==> src/rtl/nibble_serial_adder_pkg.sv <==
// Shared definitions for the nibble-serial adder/subtractor.
`default_nettype none

package nibble_serial_adder_pkg;

  typedef enum logic [1:0] {
    IDLE = 2'b00,
    RUN  = 2'b01,
    DONE = 2'b10
  } state_t;

  localparam logic OP_ADD = 1'b0;
  localparam logic OP_SUB = 1'b1;

endpackage

`default_nettype wire

==> src/rtl/cla4.sv <==
// 4-bit carry-lookahead adder slice.
`default_nettype none

module cla4 (
  input  logic [3:0] a,
  input  logic [3:0] b,
  input  logic       ci,
  output logic [3:0] s,
  output logic       co
);

  logic [3:0] g;
  logic [3:0] p;
  logic [4:0] c;

  assign g = a & b;
  assign p = a ^ b;

  assign c[0] = ci;
  assign c[1] = g[0] | (p[0] & ci);
  assign c[2] = g[1] | (p[1] & g[0]) | (p[1] & p[0] & ci);
  assign c[3] = g[2] | (p[2] & g[1]) | (p[2] & p[1] & g[0]) | (p[2] & p[1] & p[0] & ci);
  assign c[4] = g[3] | (p[3] & g[2]) | (p[3] & p[2] & g[1]) | (p[3] & p[2] & p[1] & g[0])
              | (p[3] & p[2] & p[1] & p[0] & ci);

  assign s  = p ^ c[3:0];
  assign co = c[4];

endmodule

`default_nettype wire

==> src/rtl/nibble_serial_adder.sv <==
// N-bit adder/subtractor that reuses one cla4 slice, one nibble per clock, LSB first.
`default_nettype none

module nibble_serial_adder
  import nibble_serial_adder_pkg::*;
#(
  parameter int NIBBLES = 8
) (
  input  logic                 clk,
  input  logic                 reset_n,
  input  logic                 req_valid,
  output logic                 req_ready,
  input  logic [4*NIBBLES-1:0] req_a,
  input  logic [4*NIBBLES-1:0] req_b,
  input  logic                 req_sub,
  output logic                 rsp_valid,
  input  logic                 rsp_ready,
  output logic [4*NIBBLES-1:0] rsp_sum,
  output logic                 rsp_co,
  output logic                 rsp_ovf
);

  localparam int W  = 4 * NIBBLES;
  localparam int IW = $clog2(NIBBLES + 1);
  localparam logic [IW-1:0] LAST_IDX = IW'(NIBBLES - 1);

  state_t         state;
  state_t         state_nx;
  logic [W-1:0]   a_q;
  logic [W-1:0]   b_q;
  logic [W-1:0]   res_q;
  logic           carry_q;
  logic [IW-1:0]  idx_q;
  logic [3:0]     a_nib;
  logic [3:0]     b_nib;
  logic [3:0]     s_nib;
  logic           co_nib;
  logic           accept;
  logic           last;
  logic           done;

  assign accept = (state == IDLE) && req_valid;
  assign last   = (idx_q == LAST_IDX);
  assign done   = (state == DONE);

  always_ff @(posedge clk or negedge reset_n) begin
    if (!reset_n) begin
      state <= IDLE;
    end else begin
      state <= state_nx;
    end
  end

  always_comb begin
    state_nx = state;
    case (state)
      IDLE:    if (req_valid) state_nx = RUN;
      RUN:     if (last)      state_nx = DONE;
      DONE:    if (rsp_ready) state_nx = IDLE;
      default: state_nx = IDLE;
    endcase
  end

  always_comb begin
    a_nib = '0;
    b_nib = '0;
    for (int i = 0; i < NIBBLES; i++) begin
      if (idx_q == IW'(i)) begin
        a_nib = a_q[4*i +: 4];
        b_nib = b_q[4*i +: 4];
      end
    end
  end

  cla4 u_cla4 (
    .a  (a_nib),
    .b  (b_nib),
    .ci (carry_q),
    .s  (s_nib),
    .co (co_nib)
  );

  // B is stored pre-inverted for subtraction so the slice only ever adds.
  always_ff @(posedge clk or negedge reset_n) begin
    if (!reset_n) begin
      a_q     <= '0;
      b_q     <= '0;
      res_q   <= '0;
      carry_q <= 1'b0;
      idx_q   <= '0;
    end else if (accept) begin
      a_q     <= req_a;
      b_q     <= req_b ^ {W{req_sub == OP_SUB}};
      res_q   <= '0;
      carry_q <= (req_sub == OP_SUB);
      idx_q   <= '0;
    end else if (state == RUN) begin
      for (int i = 0; i < NIBBLES; i++) begin
        if (idx_q == IW'(i)) begin
          res_q[4*i +: 4] <= s_nib;
        end
      end
      carry_q <= co_nib;
      idx_q   <= idx_q + IW'(1);
    end
  end

  assign req_ready = (state == IDLE);
  assign rsp_valid = done;
  assign rsp_sum   = done ? res_q : '0;
  assign rsp_co    = done & carry_q;
  assign rsp_ovf   = done & (a_q[W-1] == b_q[W-1]) & (res_q[W-1] != a_q[W-1]);

endmodule

`default_nettype wire

==> config.mk <==
export PLATFORM = sky130hd
export DESIGN_NAME = nibble_serial_adder
export DESIGN_NICKNAME = d
export VERILOG_FILES = /design/src/rtl/nibble_serial_adder_pkg.sv /design/src/rtl/cla4.sv /design/src/rtl/nibble_serial_adder.sv
export SDC_FILE = /design/constraint.sdc
export NUM_CORES = 1
export LEC_CHECK = 0
export CAP_MARGIN = 20
export CORE_ASPECT_RATIO = 1.5
export CORE_MARGIN = 1
export CORE_UTILIZATION = 40
export DETAILED_ROUTE_END_ITERATION = 8
export GPL_TIMING_DRIVEN = 0
export PLACE_DENSITY_LB_ADDON = 0.25
export SLEW_MARGIN = 20
export SYNTH_ARGS = -nofsm -noshare
export SYNTH_HDL_FRONTEND = slang
export SYNTH_HIERARCHICAL = 1
export SYNTH_SLANG_ARGS = --single-unit
==> constraint.sdc <==
create_clock -name clk -period 3.35 [get_ports clk]
set_clock_uncertainty 0.05 [all_clocks]
set_input_delay 0.67 -clock clk [delete_from_list [all_inputs] [get_ports clk]]
set_output_delay 0.67 -clock clk [all_outputs]
set_load 0.1 [all_outputs]
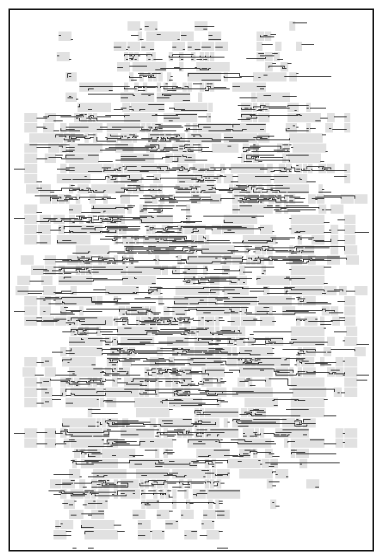
Run 1: metal 1
Cells faint in the background.
- main direction: horizontal
- longest straight run: 25.3 um

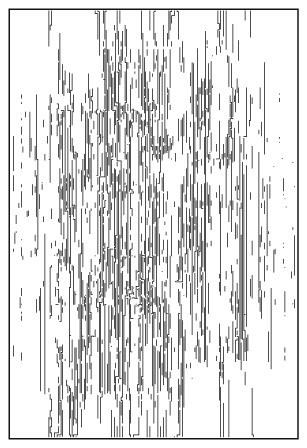
Run 1: met2 routing
- share of all routed wire: 53%
- main direction: vertical
via total after detailed routing: 4675
met2 global-route usage: 38.7%
total detailed-routing wirelength: 14.2 mm

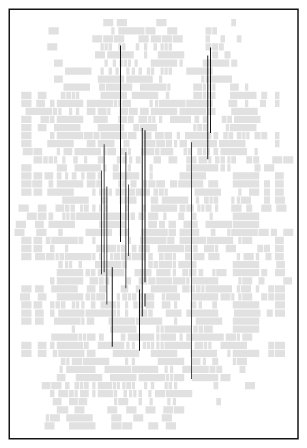
Run 1: M4 wires
Cells faint in the background.
- nets with wire on the layer: 13
- share of all routed wire: 4.0%
- main direction: vertical

==> tab_implementation.tex, run 1 <==
% Yosys + OpenROAD metrics
\begin{tabular}{lr}
\hline
Metric & Value \\
\hline
\multicolumn{2}{l}{\textbf{Timing}} \\
Measured slew at the worst slew-check pin & about 0.97 ns \\
\multicolumn{2}{l}{\textbf{Floorplanning}} \\
Die Height & 144 um \\
\# IOs & between 100 and 150 \\
Floorplan utilization & between 40\% and 50\% \\
Horizontal die dimension & 96.9 um \\
\multicolumn{2}{l}{\textbf{Worst setup path}} \\
Setup CP Type & register to register \\
Depth of the most critical reg-to-reg path & 14 \\
Logic depth of the worst path, buffers included & 14 \\
Startpoint class of the critical path & register \\
Maximum fanout along the worst path & 10 \\
\multicolumn{2}{l}{\textbf{Final layout}} \\
Area growth syn-to-layout & 30.7\% \\
Most instantiated logic cells after routing & sky130\_fd\_sc\_hd\_\_nand2\_1, sky130\_fd\_sc\_hd\_\_dfrtp\_1, sky130\_fd\_sc\_hd\_\_clkdlybuf4s50\_1, sky130\_fd\_sc\_hd\_\_o21ai\_0, sky130\_fd\_sc\_hd\_\_and2\_1 \\
Fraction of layout cells with a size suffix above 1 & 12.6\% \\
Layout Utilization & approximately 54\% \\
\multicolumn{2}{l}{\textbf{Outcome}} \\
Run status & finished clean \\
\multicolumn{2}{l}{\textbf{Synthesis}} \\
Number of cells produced by synthesis & 598 \\
Commonest cells in the synthesized netlist & sky130\_fd\_sc\_hd\_\_nand2\_1, sky130\_fd\_sc\_hd\_\_dfrtp\_1, sky130\_fd\_sc\_hd\_\_o21ai\_0 \\
Number of different library cells in the post-synthesis netlist & 37 \\
Mapped Nets & around 680 \\
Ys Warns & 6 \\
\multicolumn{2}{l}{\textbf{GRT}} \\
GRT Util Overall & 20.5\% \\
\hline
\end{tabular}
run 1: final timing paths:
check,from,end,slack (ns)
hold reg to reg,b_q[29],b_q[29],0.43
hold / removal,reset_n,b_q[0],0.17
setup / recovery,idx_q[0],res_q[11],0.12
min in group clk,b_q[29],b_q[29],0.43
max in group asynchronous,reset_n,res_q[1],2.43
setup reg to reg,idx_q[0],res_q[11],0.12
run 1: through the flow:
step	std cells	TNS [ns]	instance area (um2)	power [mW]
after floorplan	598	0	5410	4.53
final	881	0	7070	7.05
after CTS	879	0	7000	6.90
after global placement	860	-215.13	6640	5.49
after detailed placement	861	-5.59	6660	5.63
after global routing	881	-0.00220	7070	7.49
run 1: state kept, by name, summed over array words and instances (netlist names):
signal,count
idx_q,4
state,2
carry_q,1
a_q,32
res_q,32
b_q,32
run 1: where the power goes:
part	switching, mW	internal [mW]	leakage, nW	total, mW
Clock	0.461	0.694	0.158	1.15
Combinational	2.27	1.48	1.83	3.74
Sequential	0.383	1.78	1.32	2.16
run 1: metal layers:
metal / part of all wire, % / vias up
met2: 53 / 144
met3: 4.1 / 31
met4: 4.0 / 0
li1: - / 2240
met5: 0 / -
met1: 39 / 2260
run 1: layout make-up:
type / instances / area [um2] / area share, %
tap: 159 / 199 / 2.82
multi-input combinational: 440 / 2650 / 37.5
buffer: 43 / 238 / 3.36
timing repair buffer: 110 / 1030 / 14.6
sequential: 103 / 2580 / 36.5
clock buffer: 11 / 253 / 3.58
clock inverter: 5 / 80.1 / 1.13
inverter: 10 / 37.5 / 0.531
run 1: cells by family after synthesis:
logic type	after synthesis	share of synthesized area, %
and+or+nand+nor	260	21.8
AOI/OAI and AO/OA	119	14.6
DFF	103	47.7
buffers and inverters	55	4.81
xor gates and xnor gates	35	5.67
muxes	17	3.15
adders and majority gates	9	2.22
--- run 2 (diff from run 1) ---
==> constraint.sdc (replaced) <==
create_clock -name clk -period 3.35 [get_ports clk]
set_clock_uncertainty 0.05 [all_clocks]
set_input_delay 0.67 -clock clk [delete_from_list [all_inputs] [get_ports clk]]
set_output_delay 0.67 -clock clk [all_outputs]
set_load 0.005 [all_outputs]
==> tab_implementation.tex, run 2 <==
% Yosys + OpenROAD metrics
\begin{tabular}{lr}
\hline
Metric & Value \\
\hline
\multicolumn{2}{l}{\textbf{Power and ir drop}} \\
Internal power contribution & 3.94 mW \\
Power in combinational cells & 3.65 mW \\
Highest-power group & combinational logic \\
Total power after layout & 6.97 mW \\
\multicolumn{2}{l}{\textbf{Synthesis}} \\
Area share of and/or/nand/nor cells after synthesis & roughly 22\% \\
Commonest cells in the synthesized netlist & sky130\_fd\_sc\_hd\_\_nand2\_1, sky130\_fd\_sc\_hd\_\_dfrtp\_1, sky130\_fd\_sc\_hd\_\_o21ai\_0 \\
Mapped Nets & just under 700 \\
Post-synthesis adder-cell area fraction & between 2 and 2.5\% \\
\multicolumn{2}{l}{\textbf{Outcome}} \\
Run status & finished clean \\
\multicolumn{2}{l}{\textbf{Worst setup path}} \\
Setup CP Type & register to register \\
Depth of the most critical reg-to-reg path & 14 \\
Startpoint class of the critical path & register \\
Reg-to-reg slack, setup & 0.1 ns \\
Startpoint of the most critical register-to-register path & idx\_q[0] \\
\multicolumn{2}{l}{\textbf{Floorplanning}} \\
Floorplan utilization & 41.3\% \\
\# IOs & 105 \\
\multicolumn{2}{l}{\textbf{Final layout}} \\
Top flop regs & a\_q (32), b\_q (32), res\_q (32) \\
Fraction of layout cells with a size suffix above 1 & a little over a tenth \\
Layout Utilization & 54.5\% \\
\multicolumn{2}{l}{\textbf{Placement}} \\
DP Cell Count & $\sim$860 \\
\multicolumn{2}{l}{\textbf{GRT}} \\
GRT Util Overall & 20.5\% \\
\hline
\end{tabular}
==> run 2: cell counts after synthesis <==
Identical to the previous run, type by type.
==> run 2: worst max path at each step <==
stage	start	end	slack (ns)
after floorplan	idx_q[0]	res_q[7]	0.39
after global placement	reset_n	a_q[23]	-2.07
after detailed placement	idx_q[0]	res_q[6]	-0.29
after CTS	idx_q[1]	res_q[11]	0.005
after global routing	idx_q[0]	res_q[11]	-0.03
final	idx_q[0]	res_q[11]	0.1
==> run 2: per-layer routing <==
layer  global-route usage [%]  vias up  part of all wire, %
met5                        0        -                    0
met4                     11.4        0                  4.1
met3                     2.66       36                  4.2
met2                     38.7      170                   53
met1                     22.0     2227                   38
li1                         -     2237                    -
==> run 2: worst max-delay path: cells and delay by family, from the launching register on <==
| family | cells | cell delay (ns) |
|---|---|---|
| compound gates | 6 | 1.13 |
| flops | 1 | 0.42 |
| fa+ha+maj | 2 | 0.58 |
| xor+xnor | 1 | 0.13 |
| simple gates | 1 | 0.10 |
| buf+inv | 4 | 0.77 |
==> run 2: logic make-up after synthesis <==
kind of cell | count (synthesis)
AND-OR/OR-AND | 119
XOR/XNOR | 35
adder cells (fa/ha/maj) | 9
buffers and inverters | 55
flip-flops | 103
multiplexers | 17
AND/OR/NAND/NOR | 260
==> run 2: layout make-up <==
class	count	area, um2	area share, %
buffer	42	234	3.28
timing repair buffer	110	1100	15.5
clock buffer	11	253	3.54
inverter	10	37.5	0.526
sequential	103	2580	36.1
multi-input combinational	440	2650	37.1
clock inverter	5	80.1	1.12
tap	159	199	2.79
==> run 2: what timing repair did <==
item / 4_1_cts / 5_1_grt
setup endpoints to repair: 32 / 33
cloned: 0 / 0
hold buffers: 0 / 0
pin swaps: 1 / 4
gates resized: 11 / 21
setup buffers: 2 / 4
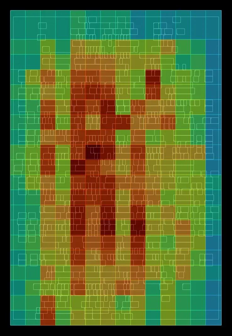
Run 2: congestion heat map
post-detailed-route wirelength per cell: 16.2 um
busiest layer in global routing: met2

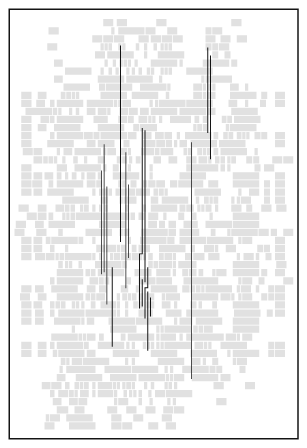
Run 2: M4 wires
Cells faint in the background.
- main direction: vertical
- longest straight run: 79.6 um
- wire length on this layer: 587 um
- nets with wire on the layer: 15
total detailed-routing wirelength: 14.2 mm
via total after detailed routing: 4670

Power figures rest on the tool's default switching activity, not on a simulated workload.
